[src/rtl/piso_serial_tx_pkg.sv]
`default_nettype none
// ============================================================================
// Module   : piso_serial_tx_pkg
// Purpose  : Shared FSM encodings and counter sizing for the PISO transmitter.
// Revision : 1.0 - initial release
// ============================================================================
package piso_serial_tx_pkg;

  typedef enum logic [0:0] {
    ST_IDLE  = 1'b0,
    ST_SHIFT = 1'b1
  } state_e;

  // Bit-counter width; guarded so a degenerate WIDTH never yields a zero-width vector.
  function automatic int cnt_width(input int width);
    return (width < 2) ? 1 : $clog2(width);
  endfunction

endpackage
`default_nettype wire

[src/rtl/piso_shift_core.sv]
`default_nettype none
// ============================================================================
// Module   : piso_shift_core
// Purpose  : Parallel-load, MSB-first left-shift register with bit counter.
// Revision : 1.0 - initial release
// ============================================================================
module piso_shift_core
  import piso_serial_tx_pkg::*;
#(
  parameter int WIDTH = 4
) (
  input  logic             clk,
  input  logic             rst,
  input  logic             load_i,
  input  logic             shift_i,
  input  logic [WIDTH-1:0] din_i,
  output logic             msb_o,
  output logic             last_o
);

  localparam int CW = cnt_width(WIDTH);

  logic [WIDTH-1:0] shift_q;
  logic [CW-1:0]    cnt_q;

  // Load wins over shift so a back-to-back reload restarts the count cleanly.
  always_ff @(posedge clk or posedge rst) begin
    if (rst) begin
      shift_q <= '0;
      cnt_q   <= '0;
    end else if (load_i) begin
      shift_q <= din_i;
      cnt_q   <= '0;
    end else if (shift_i) begin
      shift_q <= {shift_q[WIDTH-2:0], 1'b0};
      cnt_q   <= cnt_q + CW'(1);
    end
  end

  assign msb_o  = shift_q[WIDTH-1];
  assign last_o = (cnt_q == CW'(WIDTH - 1));

endmodule
`default_nettype wire

[src/rtl/piso_serial_tx.sv]
`default_nettype none
// ============================================================================
// Module   : piso_serial_tx
// Purpose  : PISO serial transmitter with one-entry holding buffer and FSM.
// Revision : 1.0 - initial release
// ============================================================================
module piso_serial_tx
  import piso_serial_tx_pkg::*;
#(
  parameter int WIDTH = 4
) (
  input  logic             clk,
  input  logic             rst,
  input  logic             clk_en_i,
  input  logic             load_valid_i,
  input  logic [WIDTH-1:0] load_data_i,
  output logic             load_ready_o,
  output logic             ser_out_o,
  output logic             ser_valid_o,
  output logic             busy_o,
  output logic             done_o
);

  state_e           state_q, state_d;
  logic [WIDTH-1:0] hold_q;
  logic             hold_full_q;
  logic             done_q, done_d;
  logic             core_load, core_shift, hold_clr;
  logic             core_msb, core_last;
  logic             xfer;

  // Handshake is independent of the bit tick.
  assign xfer = load_valid_i && !hold_full_q;

  always_comb begin
    state_d    = state_q;
    core_load  = 1'b0;
    core_shift = 1'b0;
    hold_clr   = 1'b0;
    done_d     = 1'b0;
    unique case (state_q)
      ST_IDLE: begin
        if (clk_en_i && hold_full_q) begin
          core_load = 1'b1;
          hold_clr  = 1'b1;
          state_d   = ST_SHIFT;
        end
      end
      ST_SHIFT: begin
        if (clk_en_i) begin
          if (!core_last) begin
            core_shift = 1'b1;
          end else begin
            done_d = 1'b1;
            if (hold_full_q) begin
              core_load = 1'b1;
              hold_clr  = 1'b1;
            end else begin
              state_d = ST_IDLE;
            end
          end
        end
      end
      default: state_d = ST_IDLE;
    endcase
  end

  always_ff @(posedge clk or posedge rst) begin
    if (rst) begin
      state_q     <= ST_IDLE;
      hold_q      <= '0;
      hold_full_q <= 1'b0;
      done_q      <= 1'b0;
    end else begin
      state_q <= state_d;
      done_q  <= done_d;
      // xfer needs an empty buffer and hold_clr a full one, so they never coincide.
      if (xfer) begin
        hold_q      <= load_data_i;
        hold_full_q <= 1'b1;
      end else if (hold_clr) begin
        hold_full_q <= 1'b0;
      end
    end
  end

  piso_shift_core #(
    .WIDTH (WIDTH)
  ) u_core (
    .clk     (clk),
    .rst     (rst),
    .load_i  (core_load),
    .shift_i (core_shift),
    .din_i   (hold_q),
    .msb_o   (core_msb),
    .last_o  (core_last)
  );

  assign ser_valid_o  = (state_q == ST_SHIFT);
  assign ser_out_o    = ser_valid_o && core_msb;
  assign busy_o       = ser_valid_o || hold_full_q;
  assign load_ready_o = !hold_full_q;
  assign done_o       = done_q;

endmodule
`default_nettype wire

[config.mk]
export PLATFORM = sky130hd
export DESIGN_NAME = piso_serial_tx
export DESIGN_NICKNAME = d
export VERILOG_FILES = /design/src/rtl/piso_serial_tx_pkg.sv /design/src/rtl/piso_shift_core.sv /design/src/rtl/piso_serial_tx.sv
export SDC_FILE = /design/constraint.sdc
export NUM_CORES = 1
export LEC_CHECK = 0
export CORE_MARGIN = 1.5
export CORE_UTILIZATION = 45
export CTS_BUF_LIST = sky130_fd_sc_hd__clkbuf_8
export DETAILED_ROUTE_END_ITERATION = 8
export PLACE_DENSITY = 0.71
export SETUP_SLACK_MARGIN = 0.1
export SYNTH_ARGS = -nofsm -noshare
export SYNTH_HDL_FRONTEND = slang
export SYNTH_SLANG_ARGS = --single-unit
[constraint.sdc]
create_clock -name clk -period 1.4 [get_ports clk]
set_input_delay 0.35 -clock clk [delete_from_list [all_inputs] [get_ports clk]]
set_output_delay 0.35 -clock clk [all_outputs]
set_load 0.01 [all_outputs]
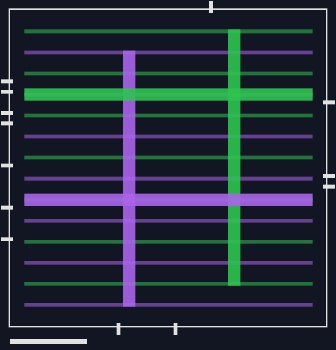
(run_1/floorplan.png)
Scale bar: 10 µm. Pins as bars on the die edge.
Green stands for VDD. Purple stands for VSS.
14 met1 rails follow the rows. 13 signal pins sit on the boundary.
Die W: 40.8 µm
core area: 0.00132 mm²
Worst VDD drop: 1.17 mV

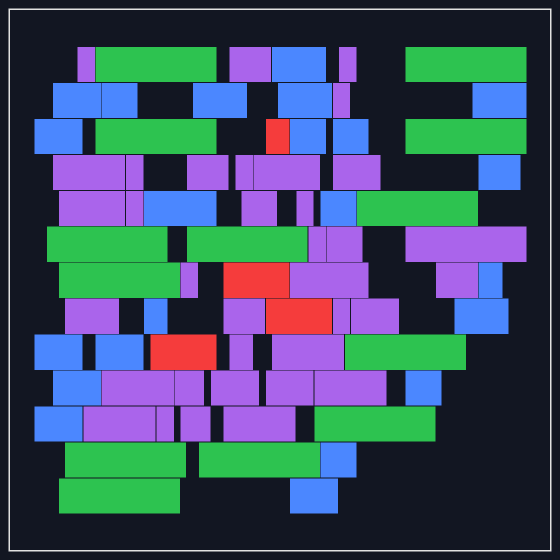
(run_1/class_map.png)
Green stands for registers, cells 13. Blue stands for remaining buffers and delay cells, cells 22. Purple stands for remaining logic cells, cells 35. Red stands for clock drivers and dummy loads, cells 4.

==> run notes, run 1 <==
impl run done, here's what came out: met1 Use GR=~20%, post-synth area from yosys stat=~640 µm², most frequent cells in the layout=dfrtp_1, clkdlybuf4s50_1, nand2_1, buf_4, buf_6, syn_nets=approximately 60, GRT overflow=0, final worst slack=53.9 ps, FP Core Util=slightly below 50%, WS Path Type=flip-flop to primary output, Yosys top cell area share=between 50% and 60%, Reg-to-Reg Start=u_core.cnt_q[0], DRT antenna net count=0, Worst Path Required=1050 ps, first drt pass iteration count=3, Max Clk Rate=approximately 0.74 GHz, gr usage total=between 15 and 20%, RSZ-0062 raised after global routing=yes, Power per Cell Area=2060 mW/mm², Flops after synth=13, outcome=complete, no violations, hold_buf cts=0, CP Capture Point=ser_out_o, cycle use final=between 90% and 100%, vias in the first global route=406, nets=84, Synth Seq Share=between 50% and 60%, Post-synth ARST share=100%, worst path arrival time=approximately 1000 ps, port bufs=12, met2 Usage GRT=about a quarter, tool warnings=28, endpoints failing setup=0, TritonCTS clock tree=built, R2R Path End=u_core.shift_q[3], Synth Flop Type=dfrtp_1, # rows=13, met3 Usage GRT=approximately 5%, worst reg2reg path depth=4, DRT iter0 DRCs=10, Avg WL per Cell=about 12 µm, Area growth, synth to finish=41.9%
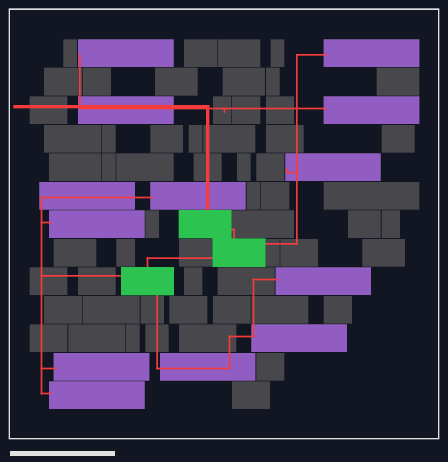
(run_1/clock_wires.png)
Scale bar: 10 µm.
Red stands for clock wires, length 178 µm. Purple stands for flip-flops, count 13. Green stands for clock-net drivers, count 3.
Position of the flops: all over the die.

==> run 1: final cells by class <==
class | instances | area share [%]
clock buffers | 3 | 4.51
clock inverters | 1 | 0.547
inverters | 2 | 0.821
multi-input cells | 33 | 34.1
flip-flops and latches | 13 | 35.6
well taps | 15 | 2.05
repair buffers | 22 | 22.4
==> run 1: timing repair <==
item / 4_1_cts / 5_1_grt
endpoints found under the setup margin: 14 / 10
setup buffers: 1 / 1
resized: 25 / 8
pin swaps: 4 / 3
==> run 1: kinds of logic (layout without fill, tap and decap cells) <==
logic type / Yosys count / count (layout) / synth area share (%)
compound gates: 8 / 8 / 14.6
simple gates: 17 / 17 / 15.1
flops: 13 / 13 / 50.5
mux: 7 / 7 / 11.7
fa+ha+maj: 1 / 1 / 1.94
buf+inv: 5 / 28 / 6.21
==> run 1: Yosys cell counts (2+ instances only) <==
cell	number
dfrtp_1	13
nand2_1	6
mux2_2	4
mux2i_1	3
nor2_1	3
a22o_1	2
a2bb2oi_2	2
inv_1	2
nand2b_1	2
==> run 1: per-stage QoR <==
step / utilization, % / setup TNS, ps / instances / power (mW) / hold WS [ps]
detailed placement: 61.5 / -876 / 83 / 1.43 / 485
finish: 69.4 / 0 / 89 / 1.89 / 401
CTS: 66.8 / 0 / 88 / 1.83 / 409
global route: 69.4 / 0 / 89 / 2.02 / 451
global placement: 61.5 / -747 / 83 / 1.40 / 476
floorplan: - / 0 / 51 / 1.19 / 227
==> run 1: critical path, stage by stage, from the launching register on <==
cell and delay [ps]:
dfrtp_1 400, buf_6 130, and2_4 130, buf_6 110
==> run 1: sequential cells by signal, indices dropped and copies added, names as in the netlist <==
signal / count
u_core.shift_q: 4
ser_valid_o: 1
done_o: 1
hold_q: 4
u_core.cnt_q: 2
hold_full_q: 1
==> run 1: report_power, final <==
group / internal, mW / total [mW] / switching, mW
clock network: 0.196 / 0.327 / 0.131
logic: 0.558 / 0.914 / 0.356
registers: 0.543 / 0.647 / 0.104
==> run 1: how the worst min path moves through the flow <==
stage                      end  slack, ps            start
3_5_place_dp   u_core.cnt_q[0]        490  u_core.cnt_q[0]
3_3_place_gp   u_core.cnt_q[0]        480  u_core.cnt_q[0]
4_1_cts              hold_q[0]        410              rst
6_report             hold_q[1]        400              rst
5_1_grt              hold_q[0]        450              rst
2_1_floorplan           done_o        230              rst
==> run 1: per-layer routing <==
layer | vias up | wire, µm
li1 | 219 | -
met1 | 207 | 500
met3 | 2 | 44
met2 | 10 | 543
met4 | 0 | 11
met5 | - | 0
==> run 1 -> run 2 <==
==> constraint.sdc (replaced) <==
create_clock -name clk -period 1.4 [get_ports clk]
set_input_delay 0.35 -clock clk [delete_from_list [all_inputs] [get_ports clk]]
set_output_delay 0.35 -clock clk [all_outputs]
set_load 0.1 [all_outputs]
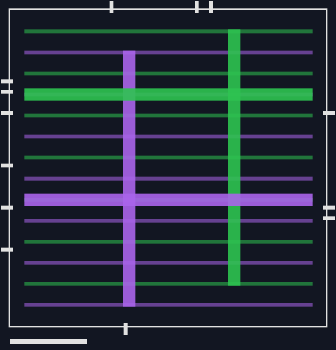
(run_2/floorplan.png)
Scale bar: 10 µm. Pins as bars on the die edge.
Purple stands for VSS. Green stands for VDD.
The core has 13 rows. 2 straps on met4. 13 signal pins sit on the boundary. 14 met1 rails follow the rows. 2 straps on met5.

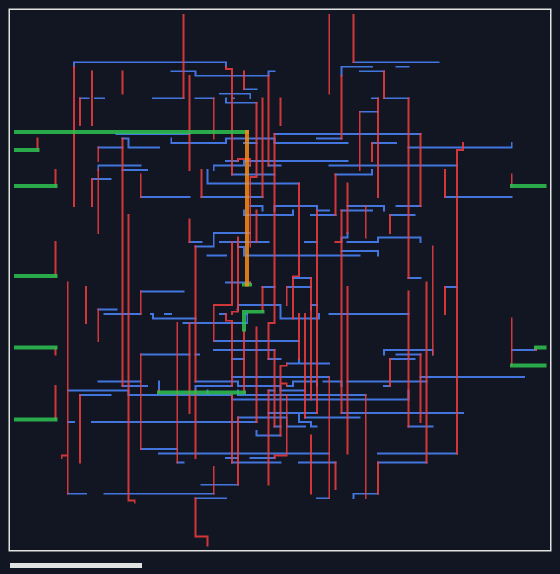
(run_2/layers.png)
Scale bar: 10 µm.
Green stands for M3, wire length 46.1 µm. Orange stands for M4, wire length 11.6 µm. Blue stands for M1, wire length 457 µm. Red stands for M2, wire length 534 µm.
gr usage total: 15.2%
DR vias: 436
drt total wl: 1050 µm
Avg WL per Cell: 12.0 µm

==> run notes, run 2 <==
impl run done, here's what came out: Clock power frac=between 10 and 15%, Switching Fraction=about two fifths, Power per Cell Area=2460 mW/mm², syn_nets=60, Worst Path Required=1050 ps, nets=~80, R2R Path End=u_core.shift_q[2], total design power=about 2.3 mW, part of the power in registers=a little under 30%, hold_buf cts=0, Synth Flop Type=dfrtp_1, post-synth area from yosys stat=between 600 and 700 µm², WS Path Type=flip-flop to primary output, FP Core Util=slightly below 50%, setup TNS=-97.7 ps, port bufs=12, Area growth, synth to finish=46.4%, failing checks=negative setup slack, Worst VDD drop=about 1.3 mV, commonest cells in the netlist=dfrtp_1, nand2_1, mux2_2, P_sw=0.944 mW, cycle use final=107%, outcome=finished with violations, vias in the first global route=just under 400, Yosys top cell area share=between 50 and 60%, Die W=roughly 40 µm, first drt pass iteration count=4, worst reg2reg path depth=4, fin util=between 70% and 80%, Synth Seq Share=50.5%, final worst slack=-97.3 ps, TritonCTS clock tree=built, Max Clk Rate=around 0.67 GHz, leading registers by flop count=hold_q (4), u_core.shift_q (4), u_core.cnt_q (2), Combinational Power Share=a little under three fifths, # rows=13, Int Pwr=1.37 mW, GRT overflow=0, tool warnings=29, Post-synth ARST share=100%, DRT antenna net count=0, core area=approximately 0.0013 mm², worst path arrival time=roughly 1200 ps, most frequent cells in the layout=dfrtp_1, clkdlybuf4s50_1, buf_4, endpoints failing setup=2
[run 2: worst max-delay path by stage]
| stage | from | to | cells past startpoint |
|---|---|---|---|
| floorplan | ser_valid_o | busy_o | 1 |
| global placement | load_valid_i | hold_q[0] | 3 |
| detailed placement | load_valid_i | hold_q[3] | 3 |
| CTS | ser_valid_o | busy_o | 2 |
| global route | ser_valid_o | busy_o | 2 |
| finish | ser_valid_o | busy_o | 2 |
[run 2: worst max-delay path, cell delays in order (launching register included)]
cell and delay [ps]:
dfrtp_4 500, or2_4 250, buf_12 160
[run 2: final cells by class]
| class | count | area share, % |
|---|---|---|
| Sequential cell | 13 | 35.0 |
| Multi-Input combinational cell | 33 | 32.2 |
| Timing Repair Buffer | 20 | 24.8 |
| Clock buffer | 3 | 4.38 |
| Tap cell | 15 | 1.99 |
| Inverter | 2 | 1.19 |
| Clock inverter | 1 | 0.398 |
[run 2: what timing repair did]
| item | in CTS | in global routing |
|---|---|---|
| endpoints found under the setup margin | 8 | 11 |
| setup buffers | 2 | 1 |
| gates resized | 3 | 3 |
| cloned | 0 | 0 |
[run 2: cell families after synthesis]
group                      after synthesis  share of synthesized area (%)
AOI/OAI and AO/OA                        8                           14.6
and+or+nand+nor                         17                           15.1
adders and majority gates                1                           1.94
muxes                                    7                           11.7
DFF                                     13                           50.5
buffers and inverters                    5                           6.21
[run 2: metrics by stage]
stage,hold WS (ps),setup WS [ps],instances,instance area (µm²)
6_report,399,-97.3,87,943
5_1_grt,439,-130,87,943
4_1_cts,405,-106,86,923
3_5_place_dp,485,-139,80,850
3_3_place_gp,477,-119,80,850
2_1_floorplan,227,31.6,51,656
[run 2: layer usage]
metal | share of wire, % | GRT usage (%)
met1 | 44 | 17.6
met2 | 51 | 25.0
met3 | 4.4 | 4.89
met4 | 1.0 | 7.50
met5 | 0 | 0
[run 2: power groups by stage]
stage               registers (mW)  logic (mW)  clock network, mW
floorplan                    0.732       0.829                  0
global placement             0.677        1.17                  0
detailed placement           0.685        1.19                  0
CTS                          0.684        1.25              0.332
global route                 0.690        1.39              0.351
finish                       0.668        1.32              0.325
No activity file was given, so power comes from the tool's default toggle rates.
